===== src/rtl/sram_ctrl_pkg.sv =====
// Shared defaults, state encoding and request record for the SRAM request controller.
package sram_ctrl_pkg;

  localparam int unsigned DEF_ADDR_WD   = 8;
  localparam int unsigned DEF_DATA_WD   = 8;
  localparam int unsigned DEF_DEPTH     = 256;
  localparam int unsigned DEF_RSP_DEPTH = 4;

  typedef enum logic {
    INIT,
    RUN
  } state_t;

  typedef struct packed {
    logic                   write;
    logic [DEF_ADDR_WD-1:0] addr;
    logic [DEF_DATA_WD-1:0] data;
  } req_t;

endpackage


===== src/rtl/sram_rsp_fifo.sv =====
// Synchronous response FIFO; push and pop on the same edge are accepted even when full.
module sram_rsp_fifo #(
  parameter int unsigned WIDTH = 8,
  parameter int unsigned DEPTH = 4
) (
  input  logic             clock,
  input  logic             resetN,
  input  logic             push,
  input  logic [WIDTH-1:0] pushData,
  input  logic             pop,
  output logic [WIDTH-1:0] popData,
  output logic             empty,
  output logic             full
);

  localparam int unsigned        PTR_WD   = (DEPTH > 1) ? $clog2(DEPTH) : 1;
  localparam int unsigned        CNT_WD   = $clog2(DEPTH + 1);
  localparam logic [PTR_WD-1:0]  LAST     = PTR_WD'(DEPTH - 1);
  localparam logic [CNT_WD-1:0]  FULL_CNT = CNT_WD'(DEPTH);

  logic [WIDTH-1:0]  mem [DEPTH];
  logic [PTR_WD-1:0] wrPtr;
  logic [PTR_WD-1:0] rdPtr;
  logic [CNT_WD-1:0] count;
  logic              doPush;
  logic              doPop;

  assign empty   = (count == '0);
  assign full    = (count == FULL_CNT);
  assign doPop   = pop && !empty;
  assign doPush  = push && (!full || doPop);
  assign popData = empty ? '0 : mem[rdPtr];

  always_ff @(posedge clock) begin
    if (doPush) mem[wrPtr] <= pushData;
  end

  always_ff @(posedge clock or negedge resetN) begin
    if (!resetN) begin
      wrPtr <= '0;
      rdPtr <= '0;
      count <= '0;
    end else begin
      if (doPush) wrPtr <= (wrPtr == LAST) ? '0 : wrPtr + PTR_WD'(1);
      if (doPop)  rdPtr <= (rdPtr == LAST) ? '0 : rdPtr + PTR_WD'(1);
      if (doPush && !doPop)      count <= count + CNT_WD'(1);
      else if (doPop && !doPush) count <= count - CNT_WD'(1);
    end
  end

endmodule


===== src/rtl/sram_ctrl.sv =====
// Request-side controller for a synchronous SRAM with credit-limited read responses.
// SRAM_CTRL_INIT_EN enables a post-reset sweep writing INIT_VALUE to every location.
module sram_ctrl
  import sram_ctrl_pkg::*;
#(
  parameter int unsigned          ADDR_WD    = DEF_ADDR_WD,
  parameter int unsigned          DATA_WD    = DEF_DATA_WD,
  parameter int unsigned          DEPTH      = DEF_DEPTH,
  parameter int unsigned          RSP_DEPTH  = DEF_RSP_DEPTH,
  parameter logic [DATA_WD-1:0]   INIT_VALUE = '0
) (
  input  logic               clock,
  input  logic               resetN,
  input  logic               reqValid,
  output logic               reqReady,
  input  logic               reqWrite,
  input  logic [ADDR_WD-1:0] reqAddr,
  input  logic [DATA_WD-1:0] reqData,
  output logic               rspValid,
  input  logic               rspReady,
  output logic [DATA_WD-1:0] rspData,
  output logic [ADDR_WD-1:0] ramAddr,
  output logic [DATA_WD-1:0] ramWrData,
  output logic               ramChipSel,
  output logic               ramRead,
  output logic               ramWrite,
  input  logic [DATA_WD-1:0] ramRdData,
  output logic               initDone
);

  localparam int unsigned       OUT_WD  = $clog2(RSP_DEPTH + 1);
  localparam logic [OUT_WD-1:0] CREDITS = OUT_WD'(RSP_DEPTH);

  state_t            state;
  logic [OUT_WD-1:0] outstanding;
  logic              rdPend1;
  logic              rdPend2;
  logic              accept;
  logic              rdAccept;
  logic              pop;
  logic              fifoEmpty;
  logic              fifoFull;
  req_t              req;

`ifdef SRAM_CTRL_INIT_EN
  localparam int unsigned         SWEEP_WD   = (DEPTH > 1) ? $clog2(DEPTH) : 1;
  localparam logic [SWEEP_WD-1:0] LAST_SWEEP = SWEEP_WD'(DEPTH - 1);
  logic [SWEEP_WD-1:0] sweep;
`else
  logic unusedCfg;
  assign unusedCfg = ^{INIT_VALUE, DEPTH};
`endif

  assign req      = '{write: reqWrite, addr: reqAddr, data: reqData};
  assign reqReady = (state == RUN) && (outstanding < CREDITS);
  assign accept   = reqValid && reqReady;
  assign rdAccept = accept && !reqWrite;
  assign rspValid = !fifoEmpty;
  assign pop      = rspValid && rspReady;

  always_ff @(posedge clock or negedge resetN) begin
    if (!resetN) begin
      state       <= INIT;
      initDone    <= 1'b0;
      ramChipSel  <= 1'b0;
      ramRead     <= 1'b0;
      ramWrite    <= 1'b0;
      ramAddr     <= '0;
      ramWrData   <= '0;
      rdPend1     <= 1'b0;
      rdPend2     <= 1'b0;
      outstanding <= '0;
`ifdef SRAM_CTRL_INIT_EN
      sweep       <= '0;
`endif
    end else begin
      // rdPend1 mirrors the read strobe; rdPend2 marks the cycle SRAM data is valid
      rdPend1 <= rdAccept;
      rdPend2 <= rdPend1;
      if (rdAccept && !pop)      outstanding <= outstanding + OUT_WD'(1);
      else if (pop && !rdAccept) outstanding <= outstanding - OUT_WD'(1);

      case (state)
        INIT: begin
`ifdef SRAM_CTRL_INIT_EN
          ramChipSel <= 1'b1;
          ramRead    <= 1'b0;
          ramWrite   <= 1'b1;
          ramAddr    <= ADDR_WD'(sweep);
          ramWrData  <= INIT_VALUE;
          sweep      <= sweep + SWEEP_WD'(1);
          if (sweep == LAST_SWEEP) begin
            state    <= RUN;
            initDone <= 1'b1;
          end
`else
          ramChipSel <= 1'b0;
          ramRead    <= 1'b0;
          ramWrite   <= 1'b0;
          state      <= RUN;
          initDone   <= 1'b1;
`endif
        end
        RUN: begin
          ramChipSel <= accept;
          ramRead    <= rdAccept;
          ramWrite   <= accept && req.write;
          if (accept) begin
            ramAddr   <= req.addr;
            ramWrData <= req.data;
          end
        end
        default: state <= INIT;
      endcase
    end
  end

  // Credits guarantee a push never meets a full FIFO without a simultaneous pop
  always_ff @(posedge clock) begin
    if (resetN) assert (!(rdPend2 && fifoFull && !pop));
  end

  sram_rsp_fifo #(
    .WIDTH(DATA_WD),
    .DEPTH(RSP_DEPTH)
  ) u_rsp_fifo (
    .clock    (clock),
    .resetN   (resetN),
    .push     (rdPend2),
    .pushData (ramRdData),
    .pop      (pop),
    .popData  (rspData),
    .empty    (fifoEmpty),
    .full     (fifoFull)
  );

endmodule


===== config.mk =====
export PLATFORM = sky130hd
export DESIGN_NAME = sram_ctrl
export DESIGN_NICKNAME = d
export VERILOG_FILES = /design/src/rtl/sram_ctrl_pkg.sv /design/src/rtl/sram_rsp_fifo.sv /design/src/rtl/sram_ctrl.sv
export SDC_FILE = /design/constraint.sdc
export NUM_CORES = 1
export LEC_CHECK = 0
export CORE_MARGIN = 2
export CORE_UTILIZATION = 45
export DETAILED_ROUTE_END_ITERATION = 7
export PLACE_DENSITY = 0.75
export SKIP_CTS_REPAIR_TIMING = 1
export SLEW_MARGIN = 20
export SYNTH_ARGS = -nofsm -noshare
export SYNTH_HDL_FRONTEND = slang
export SYNTH_SLANG_ARGS = --single-unit

===== constraint.sdc =====
create_clock -name clock -period 1.9 [get_ports clock]
set_input_delay 0.38 -clock clock [delete_from_list [all_inputs] [get_ports clock]]
set_output_delay 0.38 -clock clock [all_outputs]
set_load 0.02 [all_outputs]

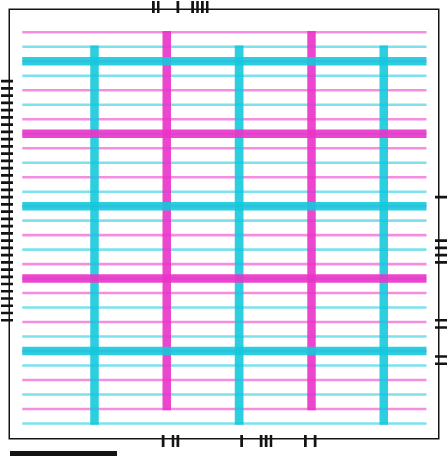
Run 1: supply network
Bar = 20 um. Pins as bars on the die edge.
legend:
  VSS:
    colour: cyan
  VDD:
    colour: magenta
rows: 27
signal pins: 59
met4 straps: 5
met1 rails: 28

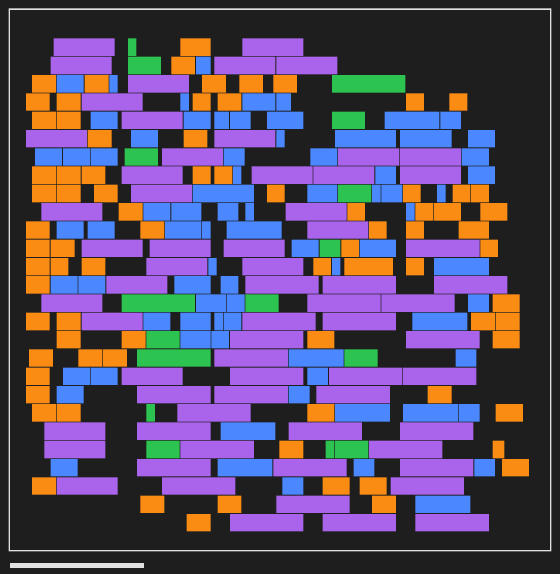
Run 1: cells coloured by class
Bar = 20 um.
legend:
  flip-flops:
    colour: purple
    cells: 65
    share_of_their_area: 48%
  all other logic:
    colour: blue
    cells: 78
    share_of_their_area: 24%
  other buffers and delay cells:
    colour: orange
    cells: 79
    share_of_their_area: 21%
  clock drivers and dummy loads:
    colour: green
    cells: 16
    share_of_their_area: 6.3%
Seq area share: 47.3%
Rows: 27

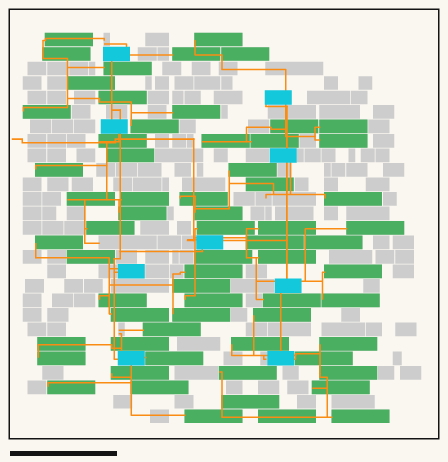
Run 1: routed clock nets over the placement
Bar = 20 um.
legend:
  cells driving clock nets:
    colour: cyan
    count: 9
  clock wires:
    colour: orange
    length: 768 um
  flip-flops:
    colour: green
    count: 65
routed clock nets: 10
flops lie: spread over the die

==> run summary, run 1 <==
Worst-path clk slew -> 0.06 ns
Commonest non-fill, non-tap cell in the layout -> clkdlybuf4s50_1
Cell variety after synth -> 25
Pwr dens -> 1580 nW/um^2
Met3 usage -> 5.28%
1st-pass router iterations -> 4
Lkg Pwr -> 1.55 nW
Final setup margin -> -0.134 ns
Non-filler cells, final -> 310
Die span in x -> 80.3 um
Initial antenna violation count -> 0
CP required -> 2.11 ns
HP Class -> flip-flop to flip-flop
CTS sink cnt -> 65
Hpwl dp -> 3.47 mm
Initial DRC Count -> 59
Die height -> 80.3 um
CTS tree -> built
Total CTS buffers -> 9
# IOs -> 59
Count of final setup violators -> 11
Pwr Total -> 0.00597 W
Remaining Overflow, GRT -> 0
Post-synth seq share -> 68.1%
Fp util -> 47.0%
Remaining routing DRC violations -> 0
Critical Path AT -> 2.25 ns
Fmax -> 492 MHz
Post-Place Cells -> 289
Met2 Resource Use GR -> 26.8%
Routed vias -> 1,512
Run status -> complete, but fails checks
Mapped Cells -> 147
GRT Overall Usage -> 17.4%
Syn Area/Cell -> 17.8 sq um
Post-layout min period -> 2.03 ns
Most numerous logic cells after layout -> clkdlybuf4s50_1, dfrtp_1, edfxtp_1, mux2_2, buf_4
IO Port Bufs -> 58
Gr busiest metal -> met2
Share of cells above drive strength 1 -> 41.6%
First-pass GRT wire length -> 8.18 mm
Critical Path Source Type -> flip-flop
R2R depth -> 6
Crit-path max FO -> 2
Detail-routed net length per standard cell -> 16.0 um
Tool warnings -> 31
Core area -> 5570 sq um
Area Overhead vs Synth -> 44.0%
Post-Syn Area -> 2620 sq um
Cycle use final -> 107%
Failing checks -> negative setup slack
Crit path capture type -> flip-flop
Setup Total Neg Slack -> -1.19 ns
Syn_nets -> 185
Largest net degree at the start of global routing -> 34
H-tree level count -> 3
Fin. Hold Viols -> 0
Peak supply drop -> 0.00103 V
Gp weighted congestion -> 0.745
Area after DPL -> 3440 sq um
CTS max path bufs -> 2
RSZ-0062 raised after global routing -> true
[run 1: path summary, 6_finish.rpt]
| check | startpoint | end | slack [ns] |
|---|---|---|---|
| worst max register to register | u_rsp_fifo.count[1] | u_rsp_fifo.count[1] | -0.13 |
| worst max-delay path | u_rsp_fifo.count[1] | u_rsp_fifo.count[1] | -0.13 |
| worst min-delay path | rdPend1 | rdPend2 | 0.35 |
| min in group asynchronous | resetN | ramAddr[3] | 0.45 |
| worst min register to register | rdPend1 | rdPend2 | 0.35 |
| max in group asynchronous | resetN | ramAddr[6] | 1.16 |
[run 1: power by group]
part | total, W | internal, W | switching (W) | leakage [nW]
Clock | 0.00137 | 0.000866 | 0.000509 | 0.116
Sequential | 0.00205 | 0.00181 | 0.000244 | 0.684
Combinational | 0.00254 | 0.00148 | 0.00106 | 0.753
Total | 0.00597 | 0.00416 | 0.00181 | 1.55
[run 1: synth_stat cells (all sizes together)]
cell | n | share of area (%)
ha | 7 | 3.3
mux2 | 22 | 9.7
dfrtp | 33 | 31
and2 | 12 | 3.1
buf | 2 | 0.62
or3 | 1 | 0.24
xnor2 | 3 | 1.0
inv | 6 | 0.86
mux4 | 8 | 6.9
conb | 1 | 0.14
fa | 2 | 1.5
nor2 | 6 | 0.86
o41a | 1 | 0.81
edfxtp | 32 | 37
nor2b | 1 | 0.52
clkbuf | 2 | 0.29
xor2 | 3 | 1.0
nand2 | 3 | 0.53
and3 | 1 | 0.24
nand2b | 1 | 0.24
[run 1: registers in the layout, summed over array words and instances, names as in the netlist]
name	flops
ramRead	1
ramChipSel	1
state	1
initDone	1
rdPend1	1
outstanding	3
ramWrite	1
u_rsp_fifo.count	3
ramAddr	8
u_rsp_fifo.rdPtr	2
rdPend2	1
ramWrData	8
u_rsp_fifo.wrPtr	2
u_rsp_fifo.mem	32
[run 1: worst max-delay path, stage by stage, from the launching register on]
cell and delay [ns]:
dfrtp_1 0.40, buf_6 0.12, o41a_4 0.44, ha_4 0.18, inv_2 0.06, fa_2 0.44, mux2_4 0.28
[run 1: routing by layer]
| metal | share of wire (%) | vias to the layer above |
|---|---|---|
| met5 | 0 | - |
| met3 | 6.9 | 10 |
| met2 | 49 | 58 |
| met1 | 42 | 745 |
| met4 | 2.1 | 0 |
| li1 | - | 699 |
[run 1: cell type report]
cell class | instances | area (sq um)
Clock buffer | 10 | 128
Clock inverter | 6 | 106
Fill cell | 368 | 1800
Inverter | 6 | 22.5
Multi-Input combinational cell | 72 | 875
Sequential cell | 65 | 1790
Tap cell | 72 | 90.1
Timing Repair Buffer | 79 | 768
[run 1: stage by stage]
step / hold WS [ns] / utilization (%)
floorplan: 0.0844 / -
global placement: 0.337 / 61.6
detailed placement: 0.335 / 61.6
CTS: 0.350 / 65.8
global route: 0.370 / 67.7
finish: 0.349 / 67.7
[run 1: kinds of logic (layout without fill, tap and decap cells)]
group                    after synthesis  after routing  share of synthesized area [%]
other                                  1              1                          0.143
AND/OR/NAND/NOR                       25             25                           5.68
adder cells (fa/ha/maj)                9              9                           4.87
flip-flops                            65             65                           68.1
multiplexers                          30             30                           16.6
XOR/XNOR                               6              6                           2.00
buffers and inverters                 10            101                           1.77
AND-OR/OR-AND                          1              1                          0.811
Run 1, routing congestion map:
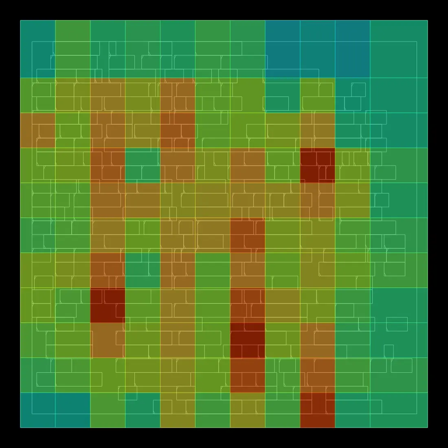

==> run 2: changes to the inputs <==
CELL_PAD_IN_SITES_DETAIL_PLACEMENT = 1   (was default)
CELL_PAD_IN_SITES_GLOBAL_PLACEMENT = 2   (was default)
CORE_UTILIZATION = 32   (was 45)
CTS_BUF_LIST = sky130_fd_sc_hd__clkbuf_16   (was default)
PLACE_DENSITY = 0.74   (was 0.75)
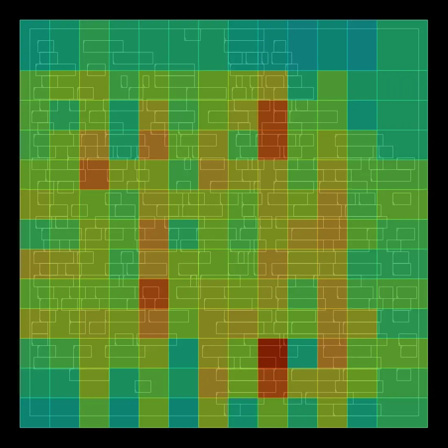
Run 2: routing congestion map
detail-routed net length per standard cell: 15.4 um
met3 usage: 7.34%
gr busiest metal: met2
met2 Resource Use GR: 21.5%

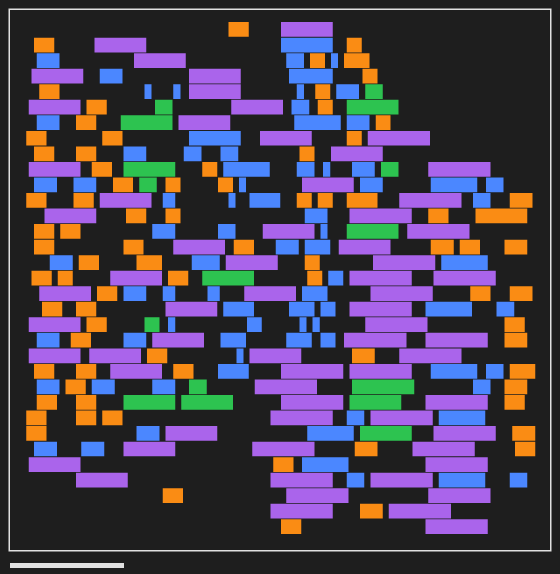
Run 2: cells coloured by class
Bar = 20 um.
legend:
  clock drivers and dummy loads:
    colour: green
    cells: 16
    share_of_their_area: 8.1%
  flip-flops:
    colour: purple
    cells: 65
    share_of_their_area: 47%
  other buffers and delay cells:
    colour: orange
    cells: 79
    share_of_their_area: 21%
  all other logic:
    colour: blue
    cells: 78
    share_of_their_area: 24%

==> run summary, run 2 <==
Tool warnings -> 31 (unchanged)
Peak supply drop -> 0.000823 V (-20%)
Crit path capture type -> primary output
Fmax -> 492 MHz (+0.16%)
Biggest register -> u_rsp_fifo.mem
Core area -> 8090 sq um (+45%)
Int Pwr -> 0.00434 W (+4.3%)
# IOs -> 59 (unchanged)
Pwr dens -> 1600 nW/um^2 (+1.4%)
Die height -> 94.5 um (+18%)
Non-filler cells, final -> 343 (+11%)
Share of the synthesized area in the top cell type -> 36.6% (unchanged)
Syn Area/Cell -> 17.8 sq um (unchanged)
Fillers -> 804 (+120%)
Worst-path clk slew -> 0.06 ns (about the same)
Largest regs -> u_rsp_fifo.mem: 32 flops, ramAddr: 8 flops, ramWrData: 8 flops
CP peak stage delay -> 0.50 ns (+0.06 ns)
Async SR Flop Fraction -> 50.8% (unchanged)
Area after DPL -> 3480 sq um (+1.3%)
Max FFs per register -> 32 (unchanged)
Worst Path Buf+Inv -> 2 (unchanged)
1st-pass router iterations -> 3 (-1)
Switch share -> 30.7% (+0.36 points)
Final setup margin -> -0.131 ns (+0.00334 ns)
Ys flop type -> dfrtp_1
Flop pwr share -> 32.5% (-1.9 points)
Top post-synthesis cells by count -> dfrtp_1, edfxtp_1, mux2_2, and2_1, mux4_2
Post-synth seq share -> 68.1% (unchanged)
Count leader, synth -> dfrtp_1
Net Switching -> 0.00192 W (+6.1%)
Cycle use final -> 107% (-0.18 points)
Logic pwr share -> 40.6% (-2.0 points)
Failing checks -> negative setup slack
Remaining routing DRC violations -> 0 (unchanged)
Initial antenna violation count -> 0 (unchanged)
Post-Syn Area -> 2620 sq um (unchanged)
Area Overhead vs Synth -> 49.0%
CTS sink cnt -> 65 (unchanged)
Fp util -> 32.4% (-15 points)
GRT Overall Usage -> 13.2% (-4.2 points)
Pwr Total -> 0.00626 W (+4.9%)
Hpwl dp -> 3.69 mm (+6.3%)
Count of final setup violators -> 12 (+1)
CP most frequent cell -> buf_6
Routed vias -> 1,533 (+1.4%)
Gp weighted congestion -> 0.700 (-6.1%)
Finished Cell Area -> 3910 sq um
HP Class -> flip-flop to flip-flop
Syn_nets -> 185 (unchanged)
First-pass GRT wire length -> 8.56 mm (+4.6%)
Share of cells above drive strength 1 -> 42.4% (+0.84 points)
Cell variety after synth -> 25 (unchanged)
Remaining Overflow, GRT -> 0 (unchanged)
Top cells, area -> edfxtp_1, dfrtp_1, mux2_2
Post-Place Cells -> 324 (+12%)
Clk network pwr share -> 26.8% (+3.8 points)
Run status -> complete, but fails checks
Final Core Density -> 48.3% (-19 points)
Die span in x -> 94.5 um (+18%)
Crit-path cells -> buf_6 > mux4_2 > and2_4 > buf_6
Post-layout min period -> 2.03 ns (-0.00334 ns)
Logic area -> 871 sq um (-0.43%)
Yosys top cell by area -> edfxtp_1
H-tree level count -> 3 (unchanged)
Crit-path max FO -> 6 (+4)
Critical Path Source Type -> flip-flop
Fin. Hold Viols -> 0 (unchanged)
Initial DRC Count -> 23 (-61%)
Rows -> 33 (+22%)
RSZ-0062 raised after global routing -> true
# Cells Yosys -> 147
CTS tree -> built
CTS max path bufs -> 2 (unchanged)
Total CTS buffers -> 9 (unchanged)
Critical Path AT -> 1.65 ns (-0.60 ns)
Commonest non-fill, non-tap cell in the layout -> clkdlybuf4s50_1
Delay-heaviest family, CP -> multiplexers
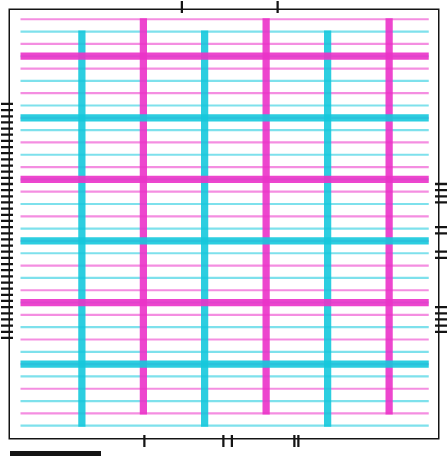
Run 2: supply network
Bar = 20 um. Pins as bars on the die edge.
legend:
  VDD:
    colour: magenta
  VSS:
    colour: cyan
rows: 33
met4 straps: 6
signal pins: 59
met1 rails: 34
met5 straps: 6

run 2: metal layers:
layer  global-route usage (%)  part of all wire (%)
met4                     5.07                   1.6
met1                     14.3                    37
met2                     21.5                    50
met5                        0                     0
met3                     7.34                    11
run 2: final timing paths:
kind / from / to / slack (ns) / cells after the start
worst max-delay path: u_rsp_fifo.rdPtr[0] / rspData[4] / -0.13 / 4
worst min-delay path: rdPend1 / rdPend2 / 0.34 / 0
worst max register to register: u_rsp_fifo.count[0] / outstanding[2] / -0.11 / 9
worst min register to register: rdPend1 / rdPend2 / 0.34 / 0
max in group asynchronous: resetN / ramAddr[6] / 1.13 / 2
min in group asynchronous: resetN / ramAddr[2] / 0.46 / 2
run 2: final cells by class:
class                           count  share of cell area, %
Tap cell                          105                   3.36
Timing Repair Buffer               79                   20.2
Inverter                            6                  0.577
Multi-Input combinational cell     72                   22.3
Sequential cell                    65                   45.7
Clock buffer                        9                   5.77
Clock inverter                      7                   2.08
run 2: kinds of logic (layout without fill, tap and decap cells):
| family | Yosys count | in the layout | share of synthesized area [%] |
|---|---|---|---|
| multiplexers | 30 | 30 | 16.6 |
| other | 1 | 1 | 0.143 |
| AND-OR/OR-AND | 1 | 1 | 0.811 |
| buffers and inverters | 10 | 101 | 1.77 |
| flip-flops | 65 | 65 | 68.1 |
| XOR/XNOR | 6 | 6 | 2.00 |
| adder cells (fa/ha/maj) | 9 | 9 | 4.87 |
| AND/OR/NAND/NOR | 25 | 25 | 5.68 |
run 2: power by group through the flow:
stage / registers [W] / logic [W] / clock network, W
final: 0.00204 / 0.00254 / 0.00168
after global placement: 0.00204 / 0.00226 / 0
after floorplan: 0.00224 / 0.00109 / 0
after detailed placement: 0.00206 / 0.00230 / 0
after CTS: 0.00204 / 0.00231 / 0.00173
after global routing: 0.00209 / 0.00274 / 0.00180
run 2: per-stage QoR:
step	setup TNS, ns	hold WS, ns
detailed placement	-7.53	0.336
global placement	-6.89	0.333
floorplan	-0.330	0.0844
CTS	-5.28	0.349
finish	-1.19	0.345
global route	-2.07	0.356
Power is estimated from default activity; no workload was simulated.
